==> src/rtl/buf_fifo_pkg.sv <==
// Shared defaults and elaboration helpers for the buffer family.
package buf_fifo_pkg;

  localparam int unsigned BUF_DEF_WIDTH = 8;
  localparam int unsigned BUF_DEF_DEPTH = 4;

  // Smallest r with 2**r >= v; usable in constant expressions.
  function automatic int unsigned clog2(input int unsigned v);
    int unsigned r;
    r = 0;
    for (int unsigned p = 1; p < v; p = p << 1) r++;
    return r;
  endfunction

  function automatic bit is_pow2(input int unsigned v);
    return (v != 0) && ((v & (v - 1)) == 0);
  endfunction

endpackage

==> src/rtl/buf_fifo_if.sv <==
// Producer/consumer handshake bundle for buf_fifo, with occupancy status.
interface buf_fifo_if
  import buf_fifo_pkg::*;
#(
  parameter int unsigned WIDTH = BUF_DEF_WIDTH,
  parameter int unsigned DEPTH = BUF_DEF_DEPTH
);
  localparam int unsigned AW = clog2(DEPTH);

  logic [WIDTH-1:0] in_data;
  logic             in_valid;
  logic             in_ready;
  logic [WIDTH-1:0] out_data;
  logic             out_valid;
  logic             out_ready;
  logic [AW:0]      count;
  logic             full;
  logic             empty;

  modport slave (
    input  in_data, in_valid, out_ready,
    output in_ready, out_data, out_valid, count, full, empty
  );

  modport master (
    output in_data, in_valid, out_ready,
    input  in_ready, out_data, out_valid, count, full, empty
  );
endinterface

==> src/rtl/buf_fifo.sv <==
// Synchronous show-ahead FIFO with valid/ready on both sides, occupancy count and flush.
module buf_fifo
  import buf_fifo_pkg::*;
#(
  parameter int unsigned WIDTH = BUF_DEF_WIDTH,
  parameter int unsigned DEPTH = BUF_DEF_DEPTH
) (
  input  logic clk,
  input  logic rst_n,
  input  logic flush,
  buf_fifo_if.slave bus
);
  localparam int unsigned AW = clog2(DEPTH);

  if (DEPTH < 2 || !is_pow2(DEPTH)) begin : g_bad_depth
    $error("buf_fifo: DEPTH must be a power of two and at least 2");
  end

  logic [WIDTH-1:0] mem [DEPTH];
  logic [AW:0]      wr_ptr;
  logic [AW:0]      rd_ptr;
  logic [AW:0]      cnt;
  logic             full_w;
  logic             empty_w;
  logic             push;
  logic             pop;

  // Pointers carry an extra wrap bit so full and empty are distinguishable.
  always_comb begin
    empty_w = (wr_ptr == rd_ptr);
    full_w  = (wr_ptr[AW-1:0] == rd_ptr[AW-1:0]) && (wr_ptr[AW] != rd_ptr[AW]);
    push    = bus.in_valid & ~full_w & ~flush;
    pop     = bus.out_ready & ~empty_w & ~flush;
  end

  always_ff @(posedge clk) begin
    if (push) mem[wr_ptr[AW-1:0]] <= bus.in_data;
  end

  always_ff @(posedge clk or negedge rst_n) begin
    if (!rst_n) begin
      wr_ptr <= '0;
      rd_ptr <= '0;
      cnt    <= '0;
    end else if (flush) begin
      wr_ptr <= '0;
      rd_ptr <= '0;
      cnt    <= '0;
    end else begin
      if (push) wr_ptr <= wr_ptr + (AW+1)'(1);
      if (pop)  rd_ptr <= rd_ptr + (AW+1)'(1);
      case ({push, pop})
        2'b10:   cnt <= cnt + (AW+1)'(1);
        2'b01:   cnt <= cnt - (AW+1)'(1);
        default: cnt <= cnt;
      endcase
    end
  end

  // Head word is masked while empty so reset presents zero on out_data.
  always_comb begin
    bus.in_ready  = ~full_w;
    bus.out_valid = ~empty_w;
    bus.full      = full_w;
    bus.empty     = empty_w;
    bus.count     = cnt;
    bus.out_data  = empty_w ? '0 : mem[rd_ptr[AW-1:0]];
  end

endmodule

==> src/flat_wrapper.sv <==
// flat-port wrapper written by rule: the top's interface ports become plain ports
module buf_fifo_flat import buf_fifo_pkg::*;
#(
  parameter int unsigned WIDTH = BUF_DEF_WIDTH,
  parameter int unsigned DEPTH = BUF_DEF_DEPTH
)
  (clk, rst_n, flush, bus_in_data, bus_in_valid, bus_out_ready, bus_in_ready, bus_out_data, bus_out_valid, bus_count, bus_full, bus_empty);
  buf_fifo_if #(.WIDTH(WIDTH), .DEPTH(DEPTH)) bus_i ();
  input  logic clk;
  input  logic rst_n;
  input  logic flush;
  input wire logic [$bits(bus_i.in_data)-1:0] bus_in_data;
  input wire logic [$bits(bus_i.in_valid)-1:0] bus_in_valid;
  input wire logic [$bits(bus_i.out_ready)-1:0] bus_out_ready;
  output wire logic [$bits(bus_i.in_ready)-1:0] bus_in_ready;
  output wire logic [$bits(bus_i.out_data)-1:0] bus_out_data;
  output wire logic [$bits(bus_i.out_valid)-1:0] bus_out_valid;
  output wire logic [$bits(bus_i.count)-1:0] bus_count;
  output wire logic [$bits(bus_i.full)-1:0] bus_full;
  output wire logic [$bits(bus_i.empty)-1:0] bus_empty;
  assign bus_i.in_data = bus_in_data;
  assign bus_i.in_valid = bus_in_valid;
  assign bus_i.out_ready = bus_out_ready;
  assign bus_in_ready = bus_i.in_ready;
  assign bus_out_data = bus_i.out_data;
  assign bus_out_valid = bus_i.out_valid;
  assign bus_count = bus_i.count;
  assign bus_full = bus_i.full;
  assign bus_empty = bus_i.empty;
  buf_fifo #(.WIDTH(WIDTH), .DEPTH(DEPTH)) u_core (.clk(clk), .rst_n(rst_n), .flush(flush), .bus(bus_i));
endmodule
==> config.mk <==
export PLATFORM = sky130hd
export DESIGN_NAME = buf_fifo_flat
export DESIGN_NICKNAME = d
export VERILOG_FILES = /design/src/rtl/buf_fifo_pkg.sv /design/src/rtl/buf_fifo_if.sv /design/src/rtl/buf_fifo.sv /design/src/flat_wrapper.sv
export SDC_FILE = /design/constraint.sdc
export NUM_CORES = 1
export LEC_CHECK = 0
export CORE_AREA = 2 2 62 64
export DETAILED_ROUTE_END_ITERATION = 10
export DIE_AREA = 0 0 64 66
export DONT_BUFFER_PORTS = 1
export GPL_TIMING_DRIVEN = 0
export PLACE_DENSITY = 0.81
export SETUP_SLACK_MARGIN = 0.05
export SLEW_MARGIN = 40
export SYNTH_ARGS = -nofsm -noshare
export SYNTH_HDL_FRONTEND = slang
export SYNTH_SLANG_ARGS = --single-unit
==> constraint.sdc <==
create_clock -name clk -period 2.25 [get_ports clk]
set_clock_uncertainty 0.2 [all_clocks]
set_input_delay 0.45 -clock clk [delete_from_list [all_inputs] [get_ports clk]]
set_output_delay 0.45 -clock clk [all_outputs]
set_load 0.02 [all_outputs]
==> impl_metrics.csv <==
group,metric,value,unit
status,status,"complete, but fails checks",
logic_synthesis,syn_avg_cell_area,15.6,µm²
place,post-place-ws,-0.230,ns
critical_path,critPathCaptureType,"primary output",
status,violations,"negative setup slack",
timing,setup_ws,-0.170,ns
critical_path,crit_slowest_cell,"dfrtp_1",
timing,hold_viol_final,0,
critical_path,crit_arrival,1.77,ns
cts,cts_tree,"done",
critical_path,max_stage_delay,0.42,ns
route,ant_nets,0,
route,wl_per_cell,17.8,µm
global_routing,grt_pass1_wl,5.29,mm
worst_hold_path,min_path_type,"in2reg",
place,hpwlAfterDp,2.13,mm
cts,cts.sinks,41,
global_routing,antenna_found_initial,0,
timing,setup_viol,11,
cells_and_area,num_antenna_cells,0,
logic_synthesis,ys_seq_share,0.635,
critical_path,crit_required,1.60,ns
logic_synthesis,syn_inst,120,
place,postPlaceCellArea,1970,µm²
flow_run,openroad.warnings,32,
timing,fin_crit,2.42,ns
logic_synthesis,synthArstFlopShare,0.220,
timing,period_used_share,1.08,
critical_path,start_kind,"register",
cts,h-tree-depth,2,
logic_synthesis,synth.most_common_cell,"edfxtp_1",
place,gp_congestion,0.867,
cells_and_area,layout.nets,169,
critical_path,crit_start,"u_core.rd_ptr[1]$_DFFE_PN0P_",
cts,cts-root-buf,"clkbuf_4",
cells_and_area,area_growth,27.1,%
logic_synthesis,edf_count,32,
[sequential cells by signal, indices dropped and copies added, names as in the netlist]
signal            flops
u_core.bus.count      3
u_core.mem           32
u_core.rd_ptr         3
u_core.wr_ptr         3
[routing by layer]
metal  GRT usage  up-vias  share of wire
li1            -      491              -
met1       0.191      546           0.40
met2       0.315       21           0.53
met3      0.0511        7          0.042
met4       0.120        0          0.023
met5           0        -              0
[metrics by stage]
| step | power, mW | utilization | setup TNS [ns] |
|---|---|---|---|
| floorplan | 1.39 | - | -0.0452 |
| global placement | 1.45 | 0.553 | -2.72 |
| detailed placement | 1.48 | 0.554 | -0.310 |
| CTS | 2.11 | 0.644 | -1.94 |
| global route | 2.29 | 0.668 | -2.68 |
| finish | 2.19 | 0.668 | -1.61 |
[logic make-up after synthesis]
logic type | share of synthesized area
xor gates and xnor gates | 0.0503
DFF | 0.635
muxes | 0.119
adders and majority gates | 0.0442
and+or+nand+nor | 0.0965
buffers and inverters | 0.0288
AOI/OAI and AO/OA | 0.0261
[final cells by class]
cell class                 count  area (µm²)  share of cell area
clock inverter                 2        33.8              0.0142
buffer                         4        55.1              0.0232
sequential                    41        1190               0.500
inverter                       6        27.5              0.0116
multi-input combinational     69         739               0.312
tap                           48        60.1              0.0253
clock buffer                   6        41.3              0.0174
timing repair buffer          23         229              0.0965
[cell usage in the layout (no fill, tap or decap), types with 3 or more instances in the layout]
cell type      count
nor2_1            11
mux4_2             8
clkbuf_4           5
mux2i_1            3
dlygate4sd3_1      9
buf_4             11
dfrtp_1            9
buf_12             3
edfxtp_1          32
inv_1              4
nand2_1            5
xnor2_1            4
ha_1               5
and2_4            11
[power by group]
group | leakage [nW] | total (mW) | internal (mW) | switching (mW)
combinational | 0.440 | 0.802 | 0.420 | 0.383
sequential | 0.412 | 0.924 | 0.862 | 0.0624
clock | 0.0399 | 0.461 | 0.231 | 0.229
total | 0.892 | 2.19 | 1.51 | 0.674
[worst max-delay path, delay by kind of cell (launching register included)]
kind	cells	cell delay, ns
xor gates and xnor gates	1	0.16
and+or+nand+nor	3	0.44
buffers and inverters	3	0.38
DFF	1	0.42
[path summary, 6_finish.rpt]
check / cells past startpoint / slack [ns] / endpoint
setup reg to reg: 10 / -0.16 / u_core.bus.count[2]$_DFFE_PN0P_
hold / removal: 2 / 0.15 / u_core.bus.count[2]$_DFFE_PN0P_
hold reg to reg: 2 / 0.53 / u_core.wr_ptr[2]$_DFFE_PN0P_
min in group asynchronous: 1 / 0.26 / u_core.wr_ptr[0]$_DFFE_PN0P_
max in group asynchronous: 1 / 1.29 / u_core.bus.count[0]$_DFFE_PN0P_
setup / recovery: 7 / -0.17 / bus_out_data[2]
[what timing repair did]
action,CTS,global route
hold endpoints to repair,41,0
cloned,0,1
gates resized,32,8
buffers inserted,9,4
setup endpoints to repair,20,42
pin swaps,8,5
hold buffers,9,0
**I/O nets highlighted**

Scale bar: 20 µm.
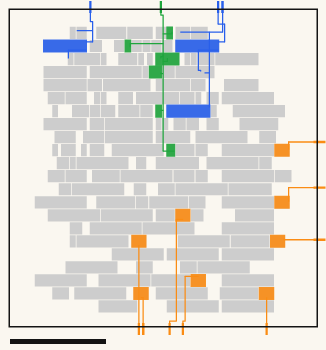
port	color	direction	end cells	buffers	wire
bus_count	blue	output	3	0	64.3 µm
bus_out_data	orange	output	8	0	87.8 µm
bus_out_ready	green	input	7	0	45.4 µm
Port Buffers: 0
top-level I/O count: 28

**Sequential cells colored by netlist name**

Scale bar: 20 µm. Other sequential cells in the stronger gray, the rest of the logic in the fainter gray.
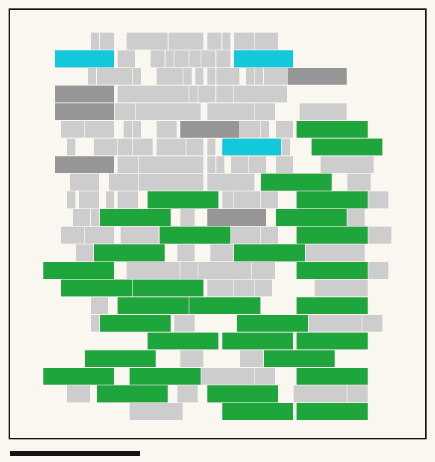
name in the netlist	color	sequential cells
u_core.bus.count	cyan	3
u_core.mem	green	32
P_seq: 924 µW
Seq area share: 0.500
Core Util, Final: 0.668
Register Area: 1190 µm²

**Cell density map**

Scale bar: 20 µm. The die is cut into 6 by 7 equal tiles; white is low, dark blue is high, 0 to 100% covered.
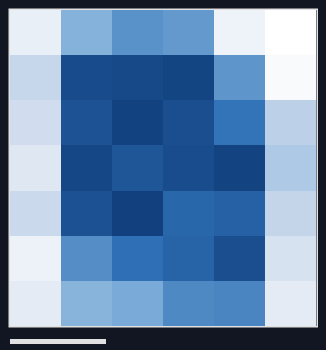
tiles over 75% full	38%
fullest tile	94%
emptiest ninth of the die	top right
densest ninth of the die	middle
mean over tiles	55%
fp util: 0.526
Core Region: 3550 µm²

**Floorplan with the power grid**

Scale bar: 20 µm. Pins as bars on the die edge. Tap cells in gray.
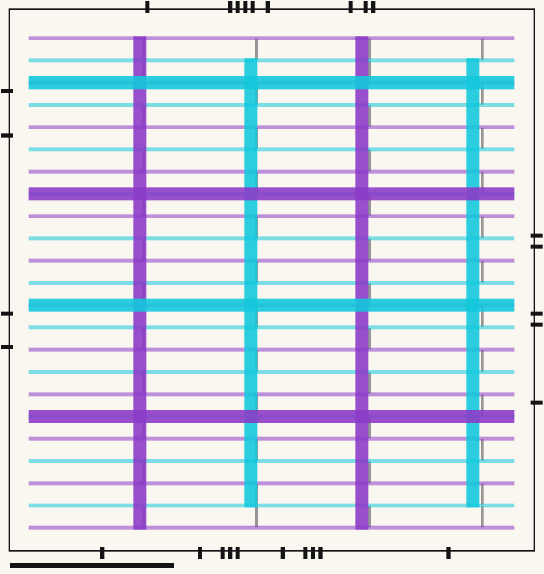
net	color
VDD	cyan
VSS	purple
rows	22
tap cells	48
met1 rails	23
IR drop worst, VDD: 0.497 mV
Die X: 64 µm
Die H: 66 µm

Power is estimated from default activity; no workload was simulated.
